Figure 1. Sequential cells grouped by signal name (run 1).
Scale bar: 50 um. Other sequential cells in the stronger grey, the rest of the logic in the fainter grey.
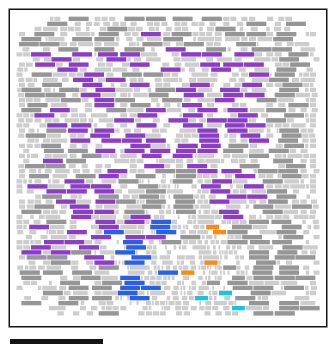
Figure 2. Clock nets (run 1).
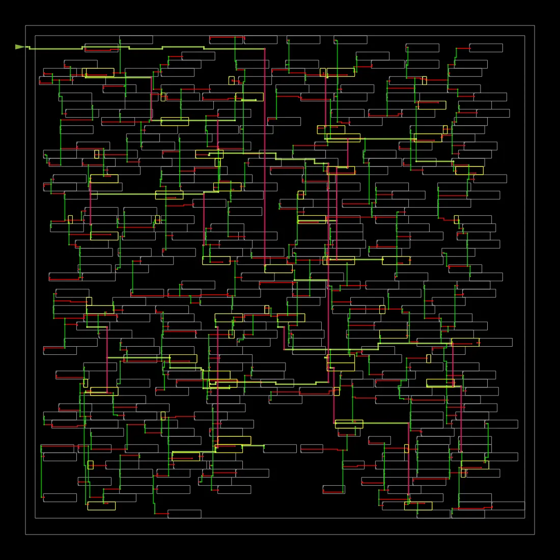
Figure 3. Cells coloured by class (run 1).
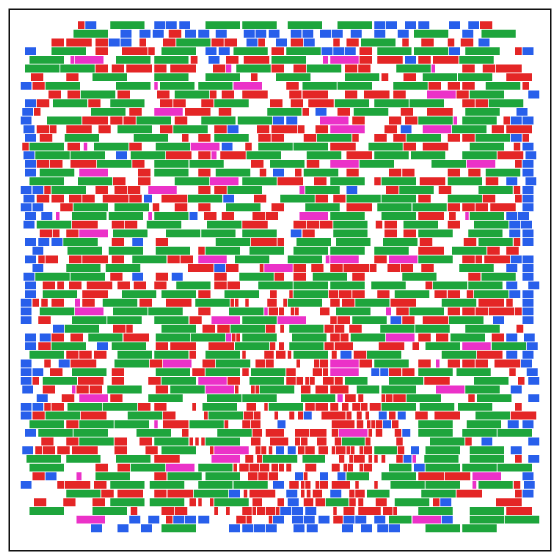
==> config.mk <==
export PLATFORM = sky130hd
export DESIGN_NAME = alu_rsv_station
export DESIGN_NICKNAME = d
export VERILOG_FILES = /design/src/rtl/alu_rsv_station.sv
export SDC_FILE = /design/constraint.sdc
export NUM_CORES = 1
export LEC_CHECK = 0
export CORE_MARGIN = 3
export CORE_UTILIZATION = 61
export DETAILED_ROUTE_END_ITERATION = 12
export HOLD_SLACK_MARGIN = 0.12
export PLACE_DENSITY_LB_ADDON = 0.05
export SYNTH_ARGS = -nofsm -noshare
export SYNTH_HDL_FRONTEND = slang
export SYNTH_SLANG_ARGS = --single-unit
==> constraint.sdc <==
create_clock -name clk -period 8.83 [get_ports clk]
set_input_delay 1.766 -clock clk [delete_from_list [all_inputs] [get_ports clk]]
set_output_delay 1.766 -clock clk [all_outputs]
set_load 0.005 [all_outputs]
==> src/rtl/alu_rsv_station.sv <==
// ALU reservation station: holds dispatched instructions, captures operands from the CDB,
// and issues the lowest-index operand-complete entry to the ALU, holding it until accepted.
module alu_rsv_station #(
    parameter int TAG_W = 4,
    parameter int DEPTH = 4,
    parameter int OP_W  = 4,
    parameter int IDX_W = $clog2(DEPTH)
) (
    input  logic             clk,
    input  logic             rst,
    input  logic             dis_valid,
    output logic             dis_ready,
    input  logic [OP_W-1:0]  dis_op,
    input  logic [TAG_W-1:0] dis_tag,
    input  logic [TAG_W-1:0] dis_rs1_tag,
    input  logic [TAG_W-1:0] dis_rs2_tag,
    input  logic [31:0]      dis_rs1_data,
    input  logic [31:0]      dis_rs2_data,
    input  logic             cdb_wr,
    input  logic [TAG_W-1:0] cdb_tag,
    input  logic [31:0]      cdb_wdata,
    output logic             iss_valid,
    input  logic             iss_ready,
    output logic [OP_W-1:0]  iss_op,
    output logic [TAG_W-1:0] iss_tag,
    output logic [31:0]      iss_rs1,
    output logic [31:0]      iss_rs2,
    output logic [IDX_W:0]   occupancy
);

    logic [DEPTH-1:0] ent_valid;
    logic [OP_W-1:0]  ent_op       [DEPTH];
    logic [TAG_W-1:0] ent_tag      [DEPTH];
    logic [TAG_W-1:0] ent_rs1_tag  [DEPTH];
    logic [TAG_W-1:0] ent_rs2_tag  [DEPTH];
    logic [31:0]      ent_rs1_data [DEPTH];
    logic [31:0]      ent_rs2_data [DEPTH];

    logic             locked;
    logic [IDX_W-1:0] lock_idx;
    logic [IDX_W:0]   count;

    logic [DEPTH-1:0] ent_ready;
    logic [IDX_W-1:0] free_idx;
    logic [IDX_W-1:0] ready_idx;
    logic [IDX_W-1:0] sel_idx;
    logic             do_dispatch;
    logic             do_issue;
    logic             rs1_bypass;
    logic             rs2_bypass;

    always_comb begin
        for (int i = 0; i < DEPTH; i++) begin
            ent_ready[i] = ent_valid[i] && (ent_rs1_tag[i] == '0) && (ent_rs2_tag[i] == '0);
        end
    end

    // Descending scan so the lowest matching index wins.
    always_comb begin
        free_idx  = '0;
        ready_idx = '0;
        for (int i = DEPTH - 1; i >= 0; i--) begin
            if (!ent_valid[i]) free_idx = IDX_W'(i);
            if (ent_ready[i])  ready_idx = IDX_W'(i);
        end
    end

    assign dis_ready   = ~&ent_valid;
    assign sel_idx     = locked ? lock_idx : ready_idx;
    assign iss_valid   = locked || (|ent_ready);
    assign do_issue    = iss_valid && iss_ready;
    assign do_dispatch = dis_valid && dis_ready;
    assign occupancy   = count;

    assign iss_op  = iss_valid ? ent_op[sel_idx]       : '0;
    assign iss_tag = iss_valid ? ent_tag[sel_idx]      : '0;
    assign iss_rs1 = iss_valid ? ent_rs1_data[sel_idx] : '0;
    assign iss_rs2 = iss_valid ? ent_rs2_data[sel_idx] : '0;

    assign rs1_bypass = cdb_wr && (dis_rs1_tag != '0) && (dis_rs1_tag == cdb_tag);
    assign rs2_bypass = cdb_wr && (dis_rs2_tag != '0) && (dis_rs2_tag == cdb_tag);

    always_ff @(posedge clk) begin
        if (rst) begin
            ent_valid <= '0;
            locked    <= 1'b0;
            lock_idx  <= '0;
            count     <= '0;
        end else begin
            if (do_issue) begin
                ent_valid[sel_idx] <= 1'b0;
                locked             <= 1'b0;
            end else if (iss_valid) begin
                locked   <= 1'b1;
                lock_idx <= sel_idx;
            end
            if (do_dispatch) ent_valid[free_idx] <= 1'b1;
            case ({do_dispatch, do_issue})
                2'b10:   count <= count + (IDX_W + 1)'(1);
                2'b01:   count <= count - (IDX_W + 1)'(1);
                default: count <= count;
            endcase
        end
    end

    // Payload needs no reset: an entry's contents are only observed while it is valid.
    always_ff @(posedge clk) begin
        for (int i = 0; i < DEPTH; i++) begin
            if (ent_valid[i] && cdb_wr && !(do_issue && (sel_idx == IDX_W'(i)))) begin
                if ((ent_rs1_tag[i] != '0) && (ent_rs1_tag[i] == cdb_tag)) begin
                    ent_rs1_tag[i]  <= '0;
                    ent_rs1_data[i] <= cdb_wdata;
                end
                if ((ent_rs2_tag[i] != '0) && (ent_rs2_tag[i] == cdb_tag)) begin
                    ent_rs2_tag[i]  <= '0;
                    ent_rs2_data[i] <= cdb_wdata;
                end
            end
        end
        if (do_dispatch) begin
            ent_op[free_idx]       <= dis_op;
            ent_tag[free_idx]      <= dis_tag;
            ent_rs1_tag[free_idx]  <= rs1_bypass ? '0 : dis_rs1_tag;
            ent_rs1_data[free_idx] <= rs1_bypass ? cdb_wdata : dis_rs1_data;
            ent_rs2_tag[free_idx]  <= rs2_bypass ? '0 : dis_rs2_tag;
            ent_rs2_data[free_idx] <= rs2_bypass ? cdb_wdata : dis_rs2_data;
        end
    end

endmodule

==> out/metrics.cfg, run 1 <==
[run_status]
status = finished clean

[final_layout]
final_area_um2 = 19620
layout_top_cell = edfxtp_1
final_nets = 1288
fill_cells = 1631
fin_cells = 1528
utilization_pct = 75.07
final_cell_mix = edfxtp_1 (320), mux2_2 (256), clkdlybuf4s50_1 (197)
syn_to_final_growth_pct = 20.61

[clock_tree]
h-tree-depth = 2
cts_setup_buffers = 0
cts_max_path_buffers = 3
cts.repair.resized = 0
clk_pin_slew_ps = 70
cts-root-buf = clkbuf_16
ctsHoldBuffers = 0
tritoncts = done

[final_timing]
setup_viol = 0
fin_crit_ps = 6019
hold_viol = 0
maxSlewHeadroom_pct = 23.46
finalSetupTns_ps = 0
rsz0062_at_grt = false
worst-slew-pin-transition_ps = 1134
hold-worst-slack_ps = 515.4
drv_slew = 0
fin_skew_ps = 21.46
fmax_mhz = 166.1

[synth]
yosys-top-cells-area = edfxtp_1 (59%), mux2_2 (18%), mux4_2 (10%), and2_1 (2.8%), xor2_1 (1.5%)
yosys.area.top_type = edfxtp_1
synth.top_cells.by_count = edfxtp_1 (320), mux2_2 (256), and2_1 (73), mux4_2 (72), nor2_1 (41)
most_common_cell = edfxtp_1
yosysWarningCount = 0
flop_cell = edfxtp_1
synth_chip_area_um2 = 16270
synthesis.area_um2 = 16270
ys_types = 49
yosys.area.top_type_share_pct = 59.07
synthArstFlopShare_pct = 0
syn_avg_cell_area_um2 = 16.79
syn-num-nets = 1091
yosys.stat.seqShare_pct = 60.30
numSynthFlops = 330

[pwr]
power_density_nw_per_um2 = 180.0
p_sw_mw = 0.7546
sw_frac_of_total_pct = 21.37
power_frac_comb_pct = 9.0
seqPwrFrac_pct = 51.0
p_int_mw = 2.776
power_mw = 3.531
leakage_nw = 6.695
clkPwrFrac_pct = 39.9

[min_path]
min_path_type = reg2reg
hold_start = occupancy[2]$_SDFFE_PP0P_
whs_path_depth = 2

[global_routing]
grt_first_pass_wirelength_um = 58570
grt_pass1_vias = 9750
grt_max_degree = 76
antenna_found_initial = 3
grt-ovfl-total = 0
grt_usage_pct = 26.86

[place]
port-buffer-count = 197
place.gp.congestion = 0.8783
pre_cts_ws_ps = 3413
place_area_um2 = 18530
place_hpwl_um = 22330

[floorplan]
die_area_um2 = 28660
die_h_um = 169.3
initCoreUtil_pct = 62.25
ioPinCount = 198
die_x_um = 169.3
row_count = 59

[critical_path]
cp-startpoint = ent_rs2_tag[0][0]$_SDFFCE_PN0P_
r2r.worst_path.cells = 7
crit_required_ps = 7060
endpoint = iss_rs2[24]
path_class = reg2out
setup.worst_path.end_class = output port
rr_endpoint = ent_rs1_data[3][20]$_DFFE_PP_
arrival_ps = 4250
reg2reg_slack_ps = 4410
path_max_fanout = 75
crit_path_start_kind = flip-flop

[routing]
drc = 0
vias = 9553
wl_per_cell_um = 24.96
drt_iter0_drc = 814
first_pass_iters = 5
antenna_left = 0

[run]
log.warning_count = 26

## Picture notes: Figure 1
cyan -> `occupancy`  # sequential cells 3
orange -> `ent_valid`  # sequential cells 4
purple -> `ent_rs2_data`  # sequential cells 128
blue -> `ent_rs1_tag`  # sequential cells 16, where bottom centre

## Picture notes: Figure 2
clock buffer count from CTS: 35
clk ins delay skew pair: 520 ps
clk sinks: 330

## Picture notes: Figure 3
green -> flops  # cells 330
magenta -> clock drivers and dummy loads  # cells 63
red -> combinational and other logic  # cells 585
blue -> other buffers and delay cells  # cells 214

-- run 1: layout make-up --
cell class                 instances  area, um^2  area share, %
inverter                          14       52.55         0.2679
tap                              335       419.2          2.136
clock inverter                    21       142.6         0.7270
multi-input combinational        571        6148          31.34
timing repair buffer             214        2100          10.70
sequential                       330        9809          50.00
clock buffer                      42       944.7          4.815
antenna                            1       2.502        0.01276
-- run 1: kinds of logic (layout without fill, tap and decap cells) --
family,count (synthesis),count (layout),share of synthesized area (%)
mux,331,331,27.87
flops,330,330,60.30
simple gates,167,167,5.615
buf+inv,68,291,2.423
xor+xnor,38,38,2.046
compound gates,34,34,1.615
fa+ha+maj,1,1,0.1231
other cells,0,1,0
-- run 1: power by group through the flow --
stage | registers (mW) | clock network, mW | logic [mW]
6_report | 1.80 | 1.41 | 0.319
5_1_grt | 1.81 | 1.49 | 0.343
4_1_cts | 1.80 | 1.42 | 0.319
3_5_place_dp | 1.83 | 0 | 0.317
3_3_place_gp | 1.83 | 0 | 0.310
2_1_floorplan | 1.83 | 0 | 0.180
-- run 1: metal layers --
layer	global-route usage (%)	share of wire, %	vias to the layer above	routed length, um
li1	-	-	4211	-
met4	5.654	1.5	4	568
met3	4.705	6.5	52	2491
met5	0	0.076	-	29
met2	45.08	50	351	19020
met1	37.71	42	4935	16040
-- run 1: critical path, stage by stage, from the launching register on --
cell             delay (ps)
edfxtp_1                430
or4b_1                  530
nor3b_1                 460
a21oi_1                 260
nand2_8                 720
mux4_2                  650
and2_1                  180
clkdlybuf4s50_1         440
## Run 2: what changed since run 1
--- a/config.mk
+++ b/config.mk
@@ -6,7 +6,7 @@
 export NUM_CORES = 1
 export LEC_CHECK = 0
 export CORE_MARGIN = 3
-export CORE_UTILIZATION = 61
+export CORE_UTILIZATION = 56
 export DETAILED_ROUTE_END_ITERATION = 12
 export HOLD_SLACK_MARGIN = 0.12
 export PLACE_DENSITY_LB_ADDON = 0.05
==> constraint.sdc (replaced) <==
create_clock -name clk -period 5.7 [get_ports clk]
set_input_delay 1.14 -clock clk [delete_from_list [all_inputs] [get_ports clk]]
set_output_delay 1.14 -clock clk [all_outputs]
set_load 0.005 [all_outputs]
Figure 4. Sequential cells grouped by signal name (run 2).
Scale bar: 50 um. Other sequential cells in the stronger grey, the rest of the logic in the fainter grey.
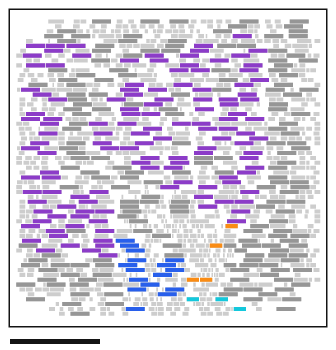
purple -> `ent_rs2_data`  # sequential cells 128
orange -> `ent_valid`  # sequential cells 4
blue -> `ent_rs1_tag`  # sequential cells 16, where bottom centre
cyan -> `occupancy`  # sequential cells 3
not coloured = 179
register area: 9809 um^2
P_seq: 2.79 mW

==> out/metrics.cfg, run 2 <==
[run_status]
status = finished clean

[final_layout]
antenna_cells = 0
final_nets = 1299
syn_to_final_growth_pct = 21.83
final_area_um2 = 19820
layout_top_cell = edfxtp_1
final_cell_mix = edfxtp_1 (320), mux2_2 (256), clkdlybuf4s50_1 (197)

[global_routing]
antenna_found_initial = 3
grt_max_degree = 56
grt_first_pass_wirelength_um = 59520
grt_usage_pct = 25.37
grt-ovfl-total = 0

[floorplan]
die_area_um2 = 31130
die_h_um = 176.4
die_x_um = 176.4
initCoreUtil_pct = 57.60

[synth]
synthArstFlopShare_pct = 0
flop_cell = edfxtp_1
ys_sh_mux_pct = 27.87
synth_chip_area_um2 = 16270
numSynthFlops = 330
synth.top_cells.by_count = edfxtp_1 (320), mux2_2 (256), and2_1 (73), mux4_2 (72), nor2_1 (41)
yosysWarningCount = 0
yosys-top-cells-area = edfxtp_1 (59%), mux2_2 (18%), mux4_2 (10%), and2_1 (2.8%), xor2_1 (1.5%)
syn_avg_cell_area_um2 = 16.79
synthesis.area_um2 = 16270
aoi_share_pct = 1.615
yosys.area.top_type_share_pct = 59.07
yosys.area.top_type = edfxtp_1
ys_sh_xor_pct = 2.046
yosys.stat.seqShare_pct = 60.30
simple_gate_share_pct = 5.615
ys_types = 49
synth.logic.top_family = multiplexers
fa_ha_area_share_pct = 0.1231

[final_timing]
maxSlewHeadroom_pct = 29.75
fin_crit_ps = 5280
setup_viol = 0
finalSetupTns_ps = 0
rsz0062_at_grt = false
drv_slew = 0
worst-slew-pin-transition_ps = 1041
hold_viol = 0
fin_skew_ps = 8.846

[pwr]
leakage_nw = 6.761
power_mw = 5.426
power_density_nw_per_um2 = 273.8

[clock_tree]
tritoncts = done
clk_pin_slew_ps = 60
h-tree-depth = 2
cts_num_sinks = 330
cts_buffers = 36
cts.repair.resized = 0
cts_setup_buffers = 0
ctsHoldBuffers = 0
cts-root-buf = clkbuf_16

[place]
place.gp.congestion = 0.8254
place_hpwl_um = 24240
port-buffer-count = 197
place_area_um2 = 18770

[min_path]
whs_path_depth = 2
min_path_type = reg2reg

[critical_path]
cpPeakStageDelay_ps = 540
crit_required_ps = 4560
reg2reg_slack_ps = 1780
path_max_fanout = 37
path_class = reg2out
worstPathCellList = nor4_1 -> nor3b_1 -> a21oi_1 -> nand2_8 -> buf_4 -> mux4_2 -> and2_1 -> clkdlybuf4s50_1
r2r.worst_path.cells = 7
rr_endpoint = ent_rs1_data[3][24]$_DFFE_PP_
arrival_ps = 4140
crit_family = simple AND/OR/NAND/NOR gates
slowest_stage = nor4_1
crit_path_start_kind = flip-flop
setup.worst_path.end_class = output port

[routing]
drc = 0
routedLengthMet1_um = 16090
met3_length_um = 2433
wl_per_cell_um = 24.90
topRoutingLayerUsed = met5
drt_iter0_drc = 853
wl_met2_um = 19880
vias = 9469

[run]
log.warning_count = 26

-- run 2: cell counts after synthesis --
No cell type changed its count.
-- run 2: worst max-delay path by stage --
stage	startpoint	to	slack, ps	cells past startpoint
2_1_floorplan	cdb_tag[3]	ent_rs2_data[3][0]$_DFFE_PP_	560	4
3_3_place_gp	ent_rs1_tag[0][0]$_SDFFCE_PN0P_	iss_rs1[21]	990	8
3_5_place_dp	ent_rs1_tag[0][0]$_SDFFCE_PN0P_	iss_rs2[26]	970	8
4_1_cts	ent_rs1_tag[0][0]$_SDFFCE_PN0P_	iss_rs2[26]	410	8
5_1_grt	ent_rs2_tag[0][0]$_SDFFCE_PN0P_	iss_rs1[23]	150	8
6_report	ent_rs1_tag[0][0]$_SDFFCE_PN0P_	iss_rs2[26]	420	8
-- run 2: power by group --
part | internal [mW] | switching [mW] | total (mW) | leakage (nW)
combinational | 0.273 | 0.235 | 0.509 | 3.19
sequential | 2.77 | 0.0257 | 2.79 | 3.06
clock | 1.25 | 0.881 | 2.13 | 0.510
-- run 2: metal layers --
metal,track usage [%],vias to the layer above
li1,-,4230
met1,34.42,4810
met2,43.38,359
met3,4.022,64
met4,6.448,6
met5,0,-
-- run 2: area by class of cell --
type	instances	area, um^2
fillers	1948	8422
multi-input cells	571	6160
clock buffers	52	992.2
flip-flops and latches	330	9809
well taps	378	473.0
repair buffers	224	2275
inverters	14	52.55
clock inverters	7	56.30
-- run 2: stage by stage --
step / utilization (%) / instances / hold WS, ps / setup slack [ps]
after floorplan: - / 969 / 461.4 / 560.6
after global placement: 66.46 / 1517 / 482.5 / 989.2
after detailed placement: 66.46 / 1517 / 497.3 / 970.3
after CTS: 70.18 / 1576 / 508.5 / 413.0
after global routing: 70.18 / 1576 / 562.0 / 148.6
final: 70.18 / 1576 / 504.0 / 420.4
Power and IR drop assume default switching activity.
